$ cat config.mk
export PLATFORM = sky130hd
export DESIGN_NAME = ysyx_040750_arb_mux_nbit_msrc
export DESIGN_NICKNAME = d
export VERILOG_FILES = /design/src/rtl/ysyx_040750_arb_mux_nbit_msrc.sv
export SDC_FILE = /design/constraint.sdc
export NUM_CORES = 1
export LEC_CHECK = 0
export CAP_MARGIN = 20
export CORE_AREA = 2 2 130 132
export DETAILED_ROUTE_END_ITERATION = 7
export DIE_AREA = 0 0 132 134
export GPL_ROUTABILITY_DRIVEN = 1
export PLACE_DENSITY = 0.68
export SETUP_SLACK_MARGIN = 0.05
export SLEW_MARGIN = 10
export SYNTH_ARGS = -nofsm -noshare
export SYNTH_HDL_FRONTEND = slang
export SYNTH_SLANG_ARGS = --single-unit
$ cat constraint.sdc
create_clock -name I_clk -period 3.4 [get_ports I_clk]
set_input_delay 0.85 -clock I_clk [delete_from_list [all_inputs] [get_ports I_clk]]
set_output_delay 0.85 -clock I_clk [all_outputs]
set_load 0.02 [all_outputs]
$ cat src/rtl/ysyx_040750_arb_mux_nbit_msrc.sv
// ----------------------------------------------------------------------------
// ysyx_040750_arb_mux_nbit_msrc
// M-source arbitrating mux feeding a single registered output stage.
//
// Parameters:
//   N  - data width per source
//   M  - number of sources (M >= 2)
//   RR - 1: round-robin arbitration, 0: fixed priority (index 0 highest)
//
// Ports:
//   I_clk        - clock; all state updates on the rising edge
//   I_rst_n      - asynchronous active-low reset
//   I_in_valid   - per-source request valid              [M]
//   I_in_data    - source i data in bits [i*N +: N]      [N*M]
//   O_in_ready   - per-source accept, one-hot or zero    [M] (combinational)
//   O_out_valid  - output register holds a beat
//   O_out_data   - registered data of the held beat      [N]
//   O_out_grant  - one-hot source index of the held beat [M]
//   I_out_ready  - downstream accept
// ----------------------------------------------------------------------------
module ysyx_040750_arb_mux_nbit_msrc #(
  parameter int unsigned N  = 64,
  parameter int unsigned M  = 4,
  parameter int unsigned RR = 1
) (
  input  logic           I_clk,
  input  logic           I_rst_n,
  input  logic [M-1:0]   I_in_valid,
  input  logic [N*M-1:0] I_in_data,
  output logic [M-1:0]   O_in_ready,
  output logic           O_out_valid,
  output logic [N-1:0]   O_out_data,
  output logic [M-1:0]   O_out_grant,
  input  logic           I_out_ready
);

  // Pointer reset value: source M-1 was "last", so source 0 leads after reset.
  localparam logic [M-1:0] PTR_RST = {1'b1, {(M-1){1'b0}}};

  logic [M-1:0] ptr;
  logic [M-1:0] above_ptr;
  logic [M-1:0] masked_req;
  logic [M-1:0] pick_req;
  logic [M-1:0] grant;
  logic [N-1:0] sel_data;
  logic         load_en;
  logic         xfer;

  // One-hot grant. Round-robin masks off the pointer and everything below it;
  // if no request remains above the pointer the search wraps to the full
  // request vector. Lowest set bit is isolated with x & -x.
  always_comb begin
    above_ptr  = ~(ptr | (ptr - M'(1)));
    masked_req = I_in_valid & above_ptr;
    pick_req   = I_in_valid;
    if ((RR != 0) && (masked_req != '0)) begin
      pick_req = masked_req;
    end
    grant = pick_req & (~pick_req + M'(1));
  end

  // Output stage can take a new beat when empty or being drained this cycle.
  assign load_en    = ~O_out_valid | I_out_ready;
  assign O_in_ready = I_rst_n ? (grant & {M{load_en}}) : '0;
  assign xfer       = |O_in_ready;

  // AND-OR mux of the granted source's data (grant is one-hot or zero).
  always_comb begin
    sel_data = '0;
    for (int i = 0; i < int'(M); i++) begin
      if (grant[i]) begin
        sel_data = sel_data | I_in_data[i*N +: N];
      end
    end
  end

  // Output register and round-robin pointer.
  always_ff @(posedge I_clk or negedge I_rst_n) begin
    if (!I_rst_n) begin
      O_out_valid <= 1'b0;
      O_out_data  <= '0;
      O_out_grant <= '0;
      ptr         <= PTR_RST;
    end else if (xfer) begin
      O_out_valid <= 1'b1;
      O_out_data  <= sel_data;
      O_out_grant <= O_in_ready;
      ptr         <= O_in_ready;
    end else if (I_out_ready) begin
      O_out_valid <= 1'b0;
    end
  end

endmodule
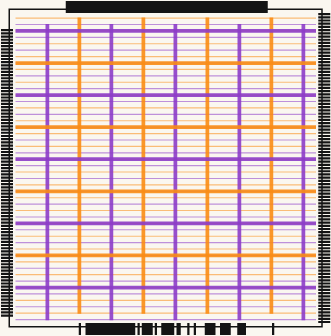
(images/power_grid.png)
Pins as bars on the die edge.
colour	net
purple	VSS
orange	VDD
met1 rails	48
signal pins	336
met5 straps	9
core area: 16300 um^2
VDD IR max: 311 uV

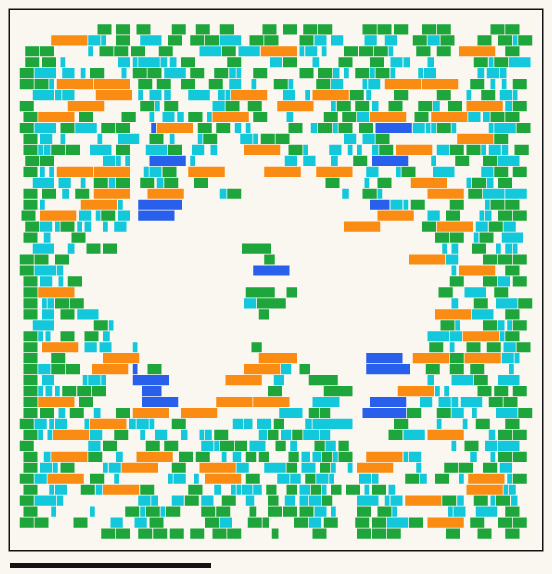
(images/placement_by_type.png)
Bar = 50 um.
colour	class	cells
green	other buffers and delay cells	365
blue	clock drivers and dummy loads	16
orange	flops	70
cyan	combinational and other logic	360

==> impl_metrics.env <==
# yosys + openroad results
export IMPL_crit_family="buffers and inverters"
export IMPL_overflow=0
export IMPL_synth_area_yosys_um2=4550
export IMPL_htree_levels=3
export IMPL_tool_warnings=26
export IMPL_cp_slowest_cell="clkdlybuf4s50_1"
export IMPL_drt_vias_per_instance=5.17
export IMPL_status="finished, final reports clean"
export IMPL_endpoint="O_in_ready[0]"
export IMPL_cts_sinks=70
export IMPL_worst_path_stages=7
export IMPL_synth_cells=482
export IMPL_place_congestion=0.791
export IMPL_synthToLayoutAreaGrowth_pct=87.1
export IMPL_dp_hpwl_mm=14.3
export IMPL_ys_seq_share_pct=38.6
export IMPL_grt_max_degree=66
export IMPL_async_flop_share_pct=100
export IMPL_drc=0
export IMPL_drv_cap=0
export IMPL_portBuffers=335
export IMPL_numPlacedInstances=1015
export IMPL_cts_tree="built"
export IMPL_drtIter0Drc=214
export IMPL_rows=47
export IMPL_period_needed_ns=3.28
export IMPL_r2r_start="O_out_grant[0]$_DFFE_PN0P_"
export IMPL_critPathLaunchType="input pin"
export IMPL_yosys_cells=482
export IMPL_regToRegEndpoint="O_out_data[27]$_DFFE_PN0P_"
export IMPL_syn_area_per_cell_um2=9.43
export IMPL_cts_root_buffer="clkbuf_16"
export IMPL_setup_slack_ns=0.116
export IMPL_ys_types=37
export IMPL_power_density_nw_per_um2=596
export IMPL_hold_path_class="in2async"
export IMPL_antenna_left=0
export IMPL_ys_ff=70
export IMPL_fill_cells=1525
export IMPL_dieArea_um2=17700
export IMPL_dr_pass1_iters=5
export IMPL_clockBufferDepth=2
export IMPL_layout_top_cell="clkdlybuf4s50_1"
export IMPL_fin_area_um2=8500
export IMPL_die_h_um=134
export IMPL_post_cts_setup_buffers=0
export IMPL_clk_pin_slew_ns=0.06
export IMPL_reg2regPathDepth=7
export IMPL_rsz0062_at_grt="no"
export IMPL_utilization_pct=52.2
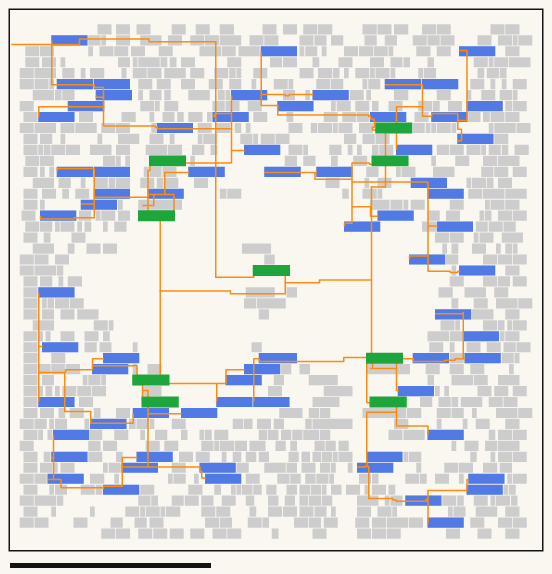
(images/clk_routes.png)
Bar = 50 um.
[blue] flip-flops | count: 70
[orange] clock wires | length: 1210 um
[green] clock drivers | count: 9
flops lie	spread over the die
Max Clock Skew: 0.00703 ns
Clk Latency, worst-skew pair: 0.33 ns
clk pwr: 1.12 mW

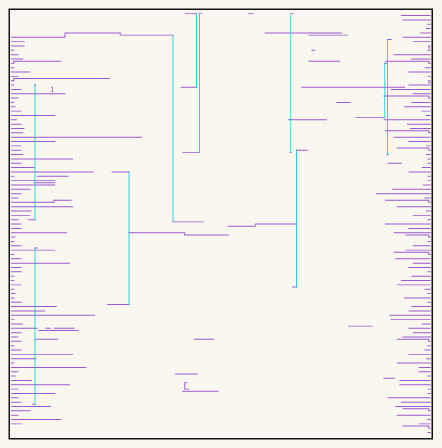
(images/wires.png)
Only two layers are drawn.
colour	layer	wire length
purple	metal 3	1570 um
cyan	metal 4	397 um
routed vias: 5327
final wirelength: 20.4 mm
routed length per instance: 19.8 um
GRT Util Overall: 22.5%

sequential cells by signal (all words and copies together) (netlist names):
signal and count:
O_out_valid 1, O_out_data 64, ptr 1, O_out_grant 4
Yosys cell counts, drive strengths merged, types with 2 or more instances:
library cell / count / area, um^2
a21o: 5 / 37.5
a21oi: 2 / 13.8
a221oi: 65 / 820
a31o: 2 / 17.5
a32oi: 64 / 561
and2: 3 / 18.8
and2b: 2 / 15.0
buf: 35 / 263
clkbuf: 17 / 63.8
dfrtp: 69 / 1730
inv: 66 / 248
nand2: 66 / 248
nand2b: 3 / 21.3
nor2: 4 / 17.5
o21ai: 65 / 325
area by class of cell:
cell class                 count  area (um^2)  area share, %
timing repair buffer         365         3620           42.6
tap                          220          275           3.24
sequential                    70         1750           20.6
clock inverter                 3         90.1           1.06
clock buffer                  13          260           3.06
inverter                      66          248           2.91
multi-input combinational    294         2250           26.5
metal layers:
layer | track usage [%] | vias to the layer above | wire, um
met4 | 6.76 | 0 | 397
met2 | 39.4 | 259 | 10000
met5 | 0 | - | 0
met1 | 27.3 | 2570 | 8440
met3 | 5.86 | 22 | 1570
li1 | - | 2476 | -
logic make-up after synthesis:
| kind of cell | Yosys count | synth area share, % |
|---|---|---|
| AOI/OAI and AO/OA | 210 | 40.8 |
| DFF | 70 | 38.6 |
| and+or+nand+nor | 84 | 8.04 |
| buffers and inverters | 118 | 12.6 |
power breakdown:
group	leakage [nW]	switching (mW)	internal, mW
clock	0.170	0.366	0.758
sequential	0.802	0.188	1.14
combinational	2.45	1.38	1.23
what timing repair did:
item | 4_1_cts | 5_1_grt
gates resized | 11 | 3
cloned | 0 | 0
hold endpoints to repair | 0 | 0
hold buffers | 0 | 0
endpoints found under the setup margin | 4 | 2
worst register-to-register path, cell delays in order (launching register included):
cell and delay, ns:
dfrtp_1 0.47, nor2_1 0.21, a21oi_2 0.06, buf_4 0.15, nor3b_4 0.21, buf_4 0.84
a221oi_1 0.27, a32oi_1 0.27
how the worst min path moves through the flow:
| stage | startpoint | end | slack (ns) | cells past startpoint |
|---|---|---|---|---|
| floorplan | ptr[3]$_DFFE_PN1P_ | ptr[3]$_DFFE_PN1P_ | 0.51 | 1 |
| global placement | O_out_grant[3]$_DFFE_PN0P_ | O_out_grant[3]$_DFFE_PN0P_ | 0.46 | 1 |
| detailed placement | O_out_grant[3]$_DFFE_PN0P_ | O_out_grant[3]$_DFFE_PN0P_ | 0.47 | 1 |
| CTS | I_rst_n | O_out_grant[0]$_DFFE_PN0P_ | 0.34 | 1 |
| global route | I_rst_n | O_out_data[19]$_DFFE_PN0P_ | 0.35 | 1 |
| finish | I_rst_n | O_out_data[19]$_DFFE_PN0P_ | 0.35 | 1 |
stage by stage:
step | hold slack (ns) | setup TNS [ns]
after detailed placement | 0.469 | -1.09
final | 0.349 | 0
after global routing | 0.352 | 0
after CTS | 0.338 | 0
after global placement | 0.464 | -1.01
after floorplan | 0.507 | 0
No activity file was given, so power comes from the tool's default toggle rates.
